**Clock nets**

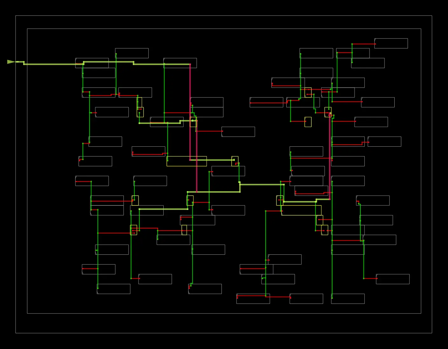
**Met1 routing**

Supply wires on this layer in grey.
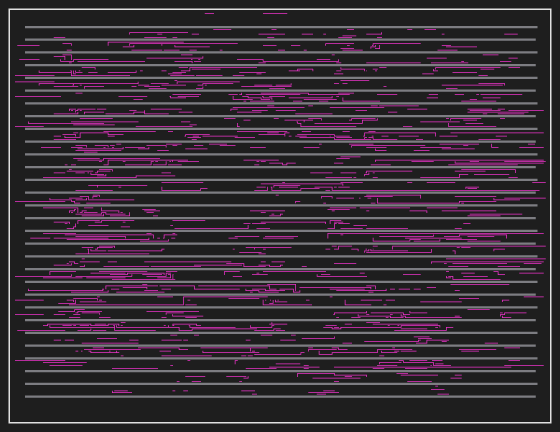
**Logic cells by family**

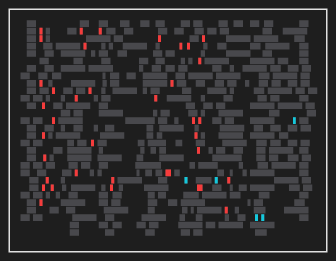
**PDN straps and rails**

Pins as bars on the die edge.
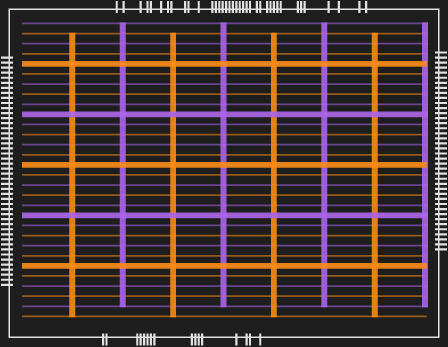
**Sequential cells coloured by netlist name**

Other sequential cells in the stronger grey, the rest of the logic in the fainter grey.
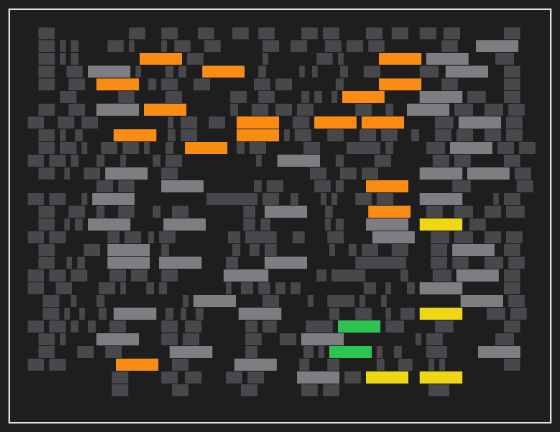
<file path="src/rtl/mem_arbiter.sv">
`default_nettype none
// ============================================================================
// Module   : mem_arbiter
// Purpose  : Shares one 16-bit memory port between two requesters. Accesses
//            run one at a time through IDLE -> ACCESS -> RESP with a fixed
//            read latency. Ties are broken round-robin, and each completion
//            is signalled with a one-cycle ack pulse.
// Revision : 1.0  initial release
// ============================================================================
module mem_arbiter #(
  parameter int LATENCY = 1
) (
  input  logic        clk,
  input  logic        reset,
  input  logic        req0,
  input  logic        req1,
  input  logic [15:0] addr0,
  input  logic [15:0] addr1,
  input  logic [15:0] wdata0,
  input  logic [15:0] wdata1,
  input  logic        we0,
  input  logic        we1,
  output logic        ack0,
  output logic        ack1,
  output logic [15:0] rdata,
  output logic [1:0]  gnt,
  output logic [15:0] mem_addr,
  output logic [15:0] mem_wdata,
  output logic        mem_we,
  input  logic [15:0] mem_rdata
);

  localparam logic [1:0] c_IDLE   = 2'd0;
  localparam logic [1:0] c_ACCESS = 2'd1;
  localparam logic [1:0] c_RESP   = 2'd2;
  localparam logic [3:0] c_LAT    = 4'(LATENCY);

  logic [1:0]  r_state, w_state_nxt;
  logic [3:0]  r_cnt, w_cnt_nxt;
  logic        r_last, w_last_nxt;
  logic        r_is_rd, w_is_rd_nxt;
  logic [1:0]  r_gnt, w_gnt_nxt;
  logic        r_ack0, w_ack0_nxt;
  logic        r_ack1, w_ack1_nxt;
  logic        r_mem_we, w_we_nxt;
  logic [15:0] r_mem_addr, w_addr_nxt;
  logic [15:0] r_mem_wdata, w_wdata_nxt;
  logic [15:0] r_rdata, w_rdata_nxt;
  logic        w_any;
  logic        w_pick;
  logic        w_done;

  // Arbitration: a lone request wins; on a tie the port that did not go last wins.
  assign w_any  = req0 | req1;
  assign w_pick = (req0 & req1) ? ~r_last : req1;
  assign w_done = (r_cnt == 4'd1);

  // State register.
  always_ff @(posedge clk or posedge reset) begin
    if (reset) r_state <= c_IDLE;
    else       r_state <= w_state_nxt;
  end

  // Next-state logic; requests only matter while idle.
  always_comb begin
    w_state_nxt = r_state;
    case (r_state)
      c_IDLE:   if (w_any)  w_state_nxt = c_ACCESS;
      c_ACCESS: if (w_done) w_state_nxt = c_RESP;
      c_RESP:   w_state_nxt = c_IDLE;
      default:  w_state_nxt = c_IDLE;
    endcase
  end

  // Next values for the registered outputs and bookkeeping.
  always_comb begin
    w_gnt_nxt   = r_gnt;
    w_addr_nxt  = r_mem_addr;
    w_wdata_nxt = r_mem_wdata;
    w_rdata_nxt = r_rdata;
    w_cnt_nxt   = r_cnt;
    w_last_nxt  = r_last;
    w_is_rd_nxt = r_is_rd;
    w_we_nxt    = 1'b0;  // write strobe lives for the first ACCESS cycle only
    w_ack0_nxt  = 1'b0;
    w_ack1_nxt  = 1'b0;
    case (r_state)
      c_IDLE: begin
        if (w_any) begin
          w_gnt_nxt   = w_pick ? 2'b10 : 2'b01;
          w_addr_nxt  = w_pick ? addr1 : addr0;
          w_wdata_nxt = w_pick ? wdata1 : wdata0;
          w_we_nxt    = w_pick ? we1 : we0;
          w_is_rd_nxt = ~(w_pick ? we1 : we0);
          w_cnt_nxt   = c_LAT;
          w_last_nxt  = w_pick;
        end
      end
      c_ACCESS: begin
        w_cnt_nxt = r_cnt - 4'd1;
        if (w_done) begin
          w_ack0_nxt = r_gnt[0];
          w_ack1_nxt = r_gnt[1];
          if (r_is_rd) w_rdata_nxt = mem_rdata;
        end
      end
      default: begin
        w_gnt_nxt   = 2'b00;
        w_addr_nxt  = 16'h0000;
        w_wdata_nxt = 16'h0000;
      end
    endcase
  end

  // Output and bookkeeping registers; reset abandons any in-flight access.
  always_ff @(posedge clk or posedge reset) begin
    if (reset) begin
      r_gnt       <= 2'b00;
      r_ack0      <= 1'b0;
      r_ack1      <= 1'b0;
      r_mem_we    <= 1'b0;
      r_mem_addr  <= 16'h0000;
      r_mem_wdata <= 16'h0000;
      r_rdata     <= 16'h0000;
      r_cnt       <= 4'd0;
      r_last      <= 1'b1;
      r_is_rd     <= 1'b0;
    end else begin
      r_gnt       <= w_gnt_nxt;
      r_ack0      <= w_ack0_nxt;
      r_ack1      <= w_ack1_nxt;
      r_mem_we    <= w_we_nxt;
      r_mem_addr  <= w_addr_nxt;
      r_mem_wdata <= w_wdata_nxt;
      r_rdata     <= w_rdata_nxt;
      r_cnt       <= w_cnt_nxt;
      r_last      <= w_last_nxt;
      r_is_rd     <= w_is_rd_nxt;
    end
  end

  assign gnt       = r_gnt;
  assign ack0      = r_ack0;
  assign ack1      = r_ack1;
  assign mem_we    = r_mem_we;
  assign mem_addr  = r_mem_addr;
  assign mem_wdata = r_mem_wdata;
  assign rdata     = r_rdata;

endmodule
`default_nettype wire

</file>
<file path="config.mk">
export PLATFORM = sky130hd
export DESIGN_NAME = mem_arbiter
export DESIGN_NICKNAME = d
export VERILOG_FILES = /design/src/rtl/mem_arbiter.sv
export SDC_FILE = /design/constraint.sdc
export NUM_CORES = 1
export LEC_CHECK = 0
export CELL_PAD_IN_SITES_DETAIL_PLACEMENT = 1
export CELL_PAD_IN_SITES_GLOBAL_PLACEMENT = 1
export CORE_ASPECT_RATIO = 0.75
export CORE_MARGIN = 3
export CORE_UTILIZATION = 30
export CTS_BUF_LIST = sky130_fd_sc_hd__clkbuf_2
export CTS_CLUSTER_SIZE = 14
export DETAILED_ROUTE_END_ITERATION = 7
export GPL_ROUTABILITY_DRIVEN = 0
export PLACE_DENSITY_LB_ADDON = 0.1
export SLEW_MARGIN = 40
export SYNTH_ARGS = -nofsm -noshare
export SYNTH_HDL_FRONTEND = slang
export SYNTH_SLANG_ARGS = --single-unit
</file>
<file path="constraint.sdc">
create_clock -name clk -period 2.6 [get_ports clk]
set_input_delay 0.52 -clock clk [delete_from_list [all_inputs] [get_ports clk]]
set_output_delay 0.52 -clock clk [all_outputs]
set_load 0.01 [all_outputs]
</file>
==> reports/summary.log <==
INFO  cts            cts.root.buffer_cell=clkbuf_2
INFO  cells_and_area layout-drive-gt1-share=13.03%
INFO  critical_path  critPathMaxStageDelay=0.44ns
INFO  min_path       min-delay-path-class=primary input to asynchronous set/reset pin
INFO  cts            cts_htree_levels=3
INFO  synthesis      ys_async_sr_fraction=100.0%
INFO  cells_and_area filler_cell_count=951
INFO  global_routing groute.usage.overall=16.94%
INFO  timing         min_period=1.973ns
INFO  placement      placement.io_buffers=138
INFO  critical_path  worst_path_dominant_cell_family=simple AND/OR/NAND/NOR gates
INFO  timing         max_slew_headroom=66.41%
INFO  synthesis      synth.ff_latch_count=61
INFO  cts            cts-hold-fix-buffers=0
INFO  critical_path  timing.critical_path.buf_inv=2
INFO  critical_path  slowest_stage=dfrtp_1
INFO  cells_and_area synthToLayoutAreaGrowth=61.81%
INFO  synthesis      ys_sh_mux=7.080%
INFO  pwr            seqPwrFrac=36.1%
INFO  synthesis      post_synth_main_logic_family=AND-OR/OR-AND gates
INFO  pwr            switching_power=1.535mW
INFO  pwr            total_leakage_power=1.841nW
INFO  status         run_status=complete, no violations
INFO  synthesis      post_synth_ao_oa_area_fraction=15.70%
INFO  global_routing grt_first_pass_wirelength=13.16mm
INFO  floorplanning  placementRows=29
INFO  synthesis      number_of_flops_mapped_to_enable_cells_by_yosys=0
INFO  floorplanning  coreArea=8600um2
INFO  flow_run       timing.max_cap.violations=0
INFO  timing         finalHoldViolCount=0
INFO  global_routing first_global_vias=2499
INFO  pwr            design_power_total=4.488mW
INFO  pwr            clock_network_fraction_of_total_power=14.6%
INFO  critical_path  critPathLaunchType=flop
INFO  cts            post-cts-setup-buffers=0
INFO  timing         rsz0062_at_grt=false
INFO  route          vias=2433
INFO  synthesis      synth_area_leader_cell=dfrtp_1
INFO  synthesis      yosys_area=2686um2
INFO  cts            cts_resized=0
INFO  critical_path  worst-path-max-fanout=16
INFO  global_routing grt_start_max_net_pins=41
INFO  synthesis      post_synth_most_frequent_cells=60 x dfrtp_1, 34 x nand2_1, 33 x nor3_1
INFO  cells_and_area stdcell_area=4347um2
-- 'clock nets' (at the start) --
largest clock skew in the final design: 0.01246 ns
Inserted Clock Buffers: 9
worst-skew pair later-pin latency: 0.47 ns

-- 'met1 routing' (at the start) --
nets with wire on the layer	391
wire length on this layer	3900 um
share of all routed wire	46%
Detailed Route WL: 8.509 mm
global routing met1 resource utilization: 22.28%

-- 'logic cells by family' (at the start) --
family	colour	cells	most used
inv cells	cyan	5	inv_1
nand cells	red	36	nand2_1
most common cell after layout, fill and taps aside: clkdlybuf4s50_1
number of standard cells in the final layout excluding fillers: 484
multi-input gate share of total cell area: 24.29%

-- 'PDN straps and rails' (at the start) --
net	colour
VDD	purple
VSS	orange
met4 straps	8
rows	29
met5 straps	5
met1 rails	30
width of the die: 115.3 um
worst ir drop on vdd: 0.3901 mV

-- 'sequential cells coloured by netlist name' (at the start) --
name in the netlist	colour	flops
mem_wdata	orange	16
r_state	green	2
r_cnt	yellow	4
not coloured	39
final core utilization: 50.55%
flop share of the area: 35.15%

area by class of cell:
cell class	instances	area (um2)	area share, %
inverter	5	18.77	0.4318
multi-input combinational	146	1056	24.29
sequential	61	1528	35.15
timing repair buffer	148	1481	34.08
tap	108	135.1	3.109
clock inverter	6	77.57	1.785
clock buffer	10	50.05	1.151
cell usage in the layout, fill, tap and decap left out, types with 2 or more instances in the layout:
cell	instances
clkdlybuf4s50_1	138
a21o_1	3
mux2_2	16
nand2_1	34
nor3_1	33
bufinv_16	2
nand2b_1	2
buf_12	2
nor2_1	4
a221o_1	32
buf_4	8
dfrtp_1	60
o2bb2ai_1	2
ha_1	2
clkinv_1	2
clkbuf_2	10
and2_1	3
inv_1	4
clkinv_2	2
power by group through the flow:
| stage | logic, mW | clock network, mW | registers [mW] |
|---|---|---|---|
| after global routing | 2.41 | 0.736 | 1.68 |
| after detailed placement | 2.25 | 0 | 1.64 |
| final | 2.21 | 0.655 | 1.62 |
| after CTS | 2.25 | 0.689 | 1.63 |
| after floorplan | 0.972 | 0 | 1.76 |
| after global placement | 2.20 | 0 | 1.63 |
through the flow:
stage	hold slack, ns	std cells	utilization (%)
floorplan	0.4784	231	-
global placement	0.4884	468	49.06
detailed placement	0.4956	468	49.06
CTS	0.3330	484	50.55
global route	0.3551	484	50.55
finish	0.3724	484	50.55
worst max-delay path by stage:
stage,startpoint,endpoint,depth (start not counted)
floorplan,reset,ack0$_DFF_PP0_,1
global placement,req1,mem_addr[14]$_DFFE_PP0P_,5
detailed placement,req1,mem_addr[1]$_DFFE_PP0P_,5
CTS,gnt[1]$_DFFE_PP0P_,gnt[1],1
global route,mem_addr[10]$_DFFE_PP0P_,mem_addr[10],1
finish,r_cnt[1]$_DFFE_PP0P_,rdata[8]$_DFFE_PP0P_,6
logic make-up after synthesis:
group / count (synthesis)
multiplexers: 17
AND/OR/NAND/NOR: 83
flip-flops: 61
AND-OR/OR-AND: 44
adder cells (fa/ha/maj): 2
buffers and inverters: 24
per-layer routing:
layer / wire length, um / track usage, %
met5: 0 / 0
met4: 70 / 4.158
met3: 718 / 6.768
met2: 3818 / 26.37
met1: 3902 / 22.28
registers in the layout, summed over array words and instances, names as in the netlist:
name and cells:
r_is_rd 1, ack0 1, r_cnt 4, r_last 1, gnt 2, rdata 16, mem_wdata 16, mem_we 1
ack1 1, mem_addr 16, r_state 2
Power is estimated from default activity; no workload was simulated.
